The metal 1 layer:
Supply wires on this layer in gray.
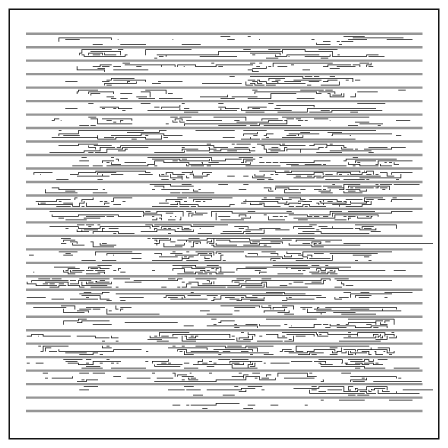
Signal wires on met2:
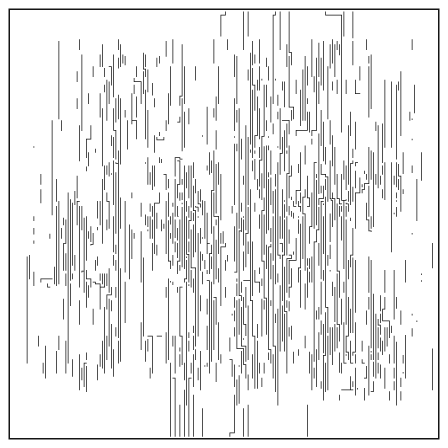
Met3 routing:
Scale bar: 20 microns. Cells faint in the background.
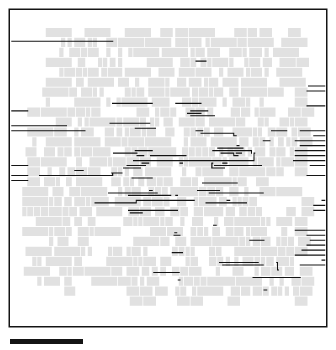
`config.mk`:
```
export PLATFORM = sky130hd
export DESIGN_NAME = bcd_counter_display
export DESIGN_NICKNAME = d
export VERILOG_FILES = /design/src/rtl/bcd_counter_display.sv
export SDC_FILE = /design/constraint.sdc
export NUM_CORES = 1
export LEC_CHECK = 0
export CORE_MARGIN = 3
export CORE_UTILIZATION = 55
export CTS_CLUSTER_DIAMETER = 150
export DETAILED_ROUTE_END_ITERATION = 12
export PLACE_DENSITY = 0.8
export SYNTH_ARGS = -nofsm -noshare
export SYNTH_HDL_FRONTEND = slang
export SYNTH_SLANG_ARGS = --single-unit
```
`constraint.sdc`:
```
create_clock -name clk -period 2.3 [get_ports clk]
set_input_delay 0.575 -clock clk [delete_from_list [all_inputs] [get_ports clk]]
set_output_delay 0.575 -clock clk [all_outputs]
set_load 0.02 [all_outputs]
```
`src/rtl/bcd_counter_display.sv`:
```
// DIGITS-wide BCD up/down counter with tick divider, load, wrap/saturate mode and a
// time-multiplexed common-anode 7-segment driver with optional leading-zero blanking.
module bcd_counter_display #(
    parameter int DIGITS   = 4,
    parameter int CLK_DIV  = 50000,
    parameter int SCAN_DIV = 1000,
    parameter int LZB      = 1
) (
    input  logic                  clk,
    input  logic                  rst,
    input  logic                  enable,
    input  logic                  upDown,
    input  logic                  satMode,
    input  logic                  load,
    input  logic [4*DIGITS-1:0]   loadVal,
    output logic [4*DIGITS-1:0]   count,
    output logic                  wrap,
    output logic [6:0]            seg7,
    output logic [DIGITS-1:0]     an
);

    localparam int TW = $clog2(CLK_DIV);
    localparam int SW = $clog2(SCAN_DIV);
    localparam int IW = (DIGITS > 1) ? $clog2(DIGITS) : 1;
    localparam logic [4*DIGITS-1:0] ALL_NINES = {DIGITS{4'd9}};

    logic [TW-1:0]         tick_cnt_q, tick_cnt_d;
    logic [SW-1:0]         scan_cnt_q, scan_cnt_d;
    logic [IW-1:0]         scan_idx_q, scan_idx_d;
    logic [4*DIGITS-1:0]   count_q, count_d;
    logic                  wrap_q, wrap_d;
    logic [6:0]            seg7_q, seg7_d;
    logic [DIGITS-1:0]     an_q, an_d;

    logic                  tick;
    logic                  scan_adv;
    logic [4*DIGITS-1:0]   inc_val, dec_val, clamp_val;
    logic                  all_nine, all_zero, carry, borrow;
    logic [3:0]            cur_digit;
    logic                  blank;

    function automatic logic [6:0] seg_decode(input logic [3:0] d);
        case (d)
            4'd0:    seg_decode = 7'b1000000;
            4'd1:    seg_decode = 7'b1111001;
            4'd2:    seg_decode = 7'b0100100;
            4'd3:    seg_decode = 7'b0110000;
            4'd4:    seg_decode = 7'b0011001;
            4'd5:    seg_decode = 7'b0010010;
            4'd6:    seg_decode = 7'b0000010;
            4'd7:    seg_decode = 7'b1111000;
            4'd8:    seg_decode = 7'b0000000;
            4'd9:    seg_decode = 7'b0010000;
            default: seg_decode = 7'b1111111;
        endcase
    endfunction

    always_comb begin
        tick       = (tick_cnt_q == TW'(CLK_DIV - 1));
        tick_cnt_d = tick ? '0 : tick_cnt_q + TW'(1);
        scan_adv   = (scan_cnt_q == SW'(SCAN_DIV - 1));
        scan_cnt_d = scan_adv ? '0 : scan_cnt_q + SW'(1);
        scan_idx_d = scan_idx_q;
        if (scan_adv) begin
            scan_idx_d = (scan_idx_q == IW'(DIGITS - 1)) ? '0 : scan_idx_q + IW'(1);
        end
    end

    // Ripple increment/decrement and load clamping, one digit at a time from digit 0.
    always_comb begin
        inc_val   = count_q;
        dec_val   = count_q;
        clamp_val = loadVal;
        carry     = 1'b1;
        borrow    = 1'b1;
        all_nine  = 1'b1;
        all_zero  = 1'b1;
        for (int i = 0; i < DIGITS; i++) begin
            if (count_q[4*i +: 4] != 4'd9) all_nine = 1'b0;
            if (count_q[4*i +: 4] != 4'd0) all_zero = 1'b0;
            if (carry) begin
                if (count_q[4*i +: 4] == 4'd9) begin
                    inc_val[4*i +: 4] = 4'd0;
                end else begin
                    inc_val[4*i +: 4] = count_q[4*i +: 4] + 4'd1;
                    carry = 1'b0;
                end
            end
            if (borrow) begin
                if (count_q[4*i +: 4] == 4'd0) begin
                    dec_val[4*i +: 4] = 4'd9;
                end else begin
                    dec_val[4*i +: 4] = count_q[4*i +: 4] - 4'd1;
                    borrow = 1'b0;
                end
            end
            if (loadVal[4*i +: 4] > 4'd9) clamp_val[4*i +: 4] = 4'd9;
        end
    end

    always_comb begin
        count_d = count_q;
        wrap_d  = 1'b0;
        if (load) begin
            count_d = clamp_val;
        end else if (tick && enable) begin
            if (upDown) begin
                if (!all_nine) begin
                    count_d = inc_val;
                end else if (!satMode) begin
                    count_d = '0;
                    wrap_d  = 1'b1;
                end
            end else begin
                if (!all_zero) begin
                    count_d = dec_val;
                end else if (!satMode) begin
                    count_d = ALL_NINES;
                    wrap_d  = 1'b1;
                end
            end
        end
    end

    // A digit above 0 is blank when it and every higher digit are zero.
    always_comb begin
        cur_digit = 4'd0;
        blank     = 1'b0;
        for (int i = 0; i < DIGITS; i++) begin
            if (IW'(i) == scan_idx_q) begin
                cur_digit = count_q[4*i +: 4];
                blank     = (LZB != 0) && (i > 0) && ((count_q >> (4*i)) == '0);
            end
        end
        seg7_d = blank ? 7'b1111111 : seg_decode(cur_digit);
        an_d   = '1;
        an_d[scan_idx_q] = 1'b0;
    end

    always_ff @(posedge clk) begin
        if (!rst) begin
            tick_cnt_q <= '0;
            scan_cnt_q <= '0;
            scan_idx_q <= '0;
            count_q    <= '0;
            wrap_q     <= 1'b0;
            seg7_q     <= 7'b1111111;
            an_q       <= '1;
        end else begin
            tick_cnt_q <= tick_cnt_d;
            scan_cnt_q <= scan_cnt_d;
            scan_idx_q <= scan_idx_d;
            count_q    <= count_d;
            wrap_q     <= wrap_d;
            seg7_q     <= seg7_d;
            an_q       <= an_d;
        end
    end

    assign count = count_q;
    assign wrap  = wrap_q;
    assign seg7  = seg7_q;
    assign an    = an_q;

endmodule

```
==> results.toml <==
# implementation run metrics
[run_status]
outcome = "finished clean"

[routing]
drt_first_pass_iters = 5
drtAntennaViolNets = 0

[die]
nWellTaps = 75
io_pins = 50
num_rows = 28

[synth]
synth_nets = 478
logic_family = "simple AND/OR/NAND/NOR gates"
synthCells = 433
flop_cell = "dfxtp_1"
yosys_area_sq_um = 3555
synth.largest_area_cell = "dfxtp_1"
ys.flops = 56
synth_area_sq_um = 3555
ys_sh_mux_pct = 1.408
avgSynthCellArea_sq_um = 8.209
yosys_warnings = 0

[worst_setup_path]
required_ns = 1.73
crit_buf_inv = 1
r2r_setup_slack_ns = 0.11
crit_start = "count[3]"
crit_slowest_cell = "clkdlybuf4s50_1"
cp.arrival_ns = 1.61
cp.depth = 1

[power]
seqPwrFrac_pct = 47.8
netSwitchingFraction_pct = 31.16
irDropWorstVdd_v = 0.0004290
p_int_mw = 1.541

[clock_tree]
cts_sinks = 56
post_cts_resize_count = 0
cts_max_path_buffers = 2
cts_buffers = 5
tritoncts = "done"
cts_setup_buffers = 0

[cells_and_area]
mostFrequentLayoutCells = "54 x dfxtp_1, 53 x nor2_1, 49 x clkdlybuf4s50_1"
seq_area_sq_um = 1124
drive_gt1_share_pct = 11.78
fin_util_pct = 71.78
clkbuf_count = 6
largestClassByArea = "combinational gates"
logic_area_sq_um = 2255
fill_cells = 488
seq_cells = 56
antennaDiodeCount = 0
final_area_sq_um = 4375
buffers_excl_clock = 76
inv_count = 27

[flow_run]
warnings = 41

[placed_design]
gp_congestion = 0.8857
placed_area_sq_um = 4267

[final_timing]
setup_violations = 0

[worst_hold_path]
whs_path_depth = 1

[global_route]
grt_remaining_overflow = 0
Notes on 'the metal 1 layer' above:
The longest straight run is 33.6 microns. 480 nets have wire on it. The layer holds 45% of the routed length. The layer carries 3930 microns of wire.
met1 Track Usage GR: 31.73%
WL final: 8751 microns
Vias: 3396

Notes on 'signal wires on met2' above:
The layer carries 4090 microns of wire. The longest straight run is 37.7 microns. The wires run mostly vertical. 456 nets have wire on it.
met2 Use GR: 39.57%

Notes on 'met3 routing' above:
The wires run mostly horizontal. The longest straight run is 32.9 microns. 70 nets have wire on it. The layer carries 583 microns of wire. The layer holds 6.7% of the routed length.
met3 usage: 4.183%

[per-layer routing]
layer  GRT usage, %  vias to the layer above  part of all wire (%)
met1          31.73                     1568                    45
met5              0                        -                     0
li1               -                     1675                     -
met2          39.57                      134                    47
met3          4.183                       19                   6.7
met4          7.932                        0                   1.7
[kinds of logic after synthesis]
group	after synthesis
compound gates	114
fa+ha+maj	23
mux	5
buf+inv	43
flops	56
simple gates	170
xor+xnor	22
[cell usage after synthesis, types with 7 or more instances]
cell       n
xnor2_1   12
nand3_1   19
ha_1      23
a21oi_1   25
o21ai_0   27
xor2_1    10
dfxtp_1   56
and3_1    10
inv_1     26
nor2_1    53
a211oi_1   7
clkbuf_1   8
nand2_1   41
a21o_1     7
a31oi_1    8
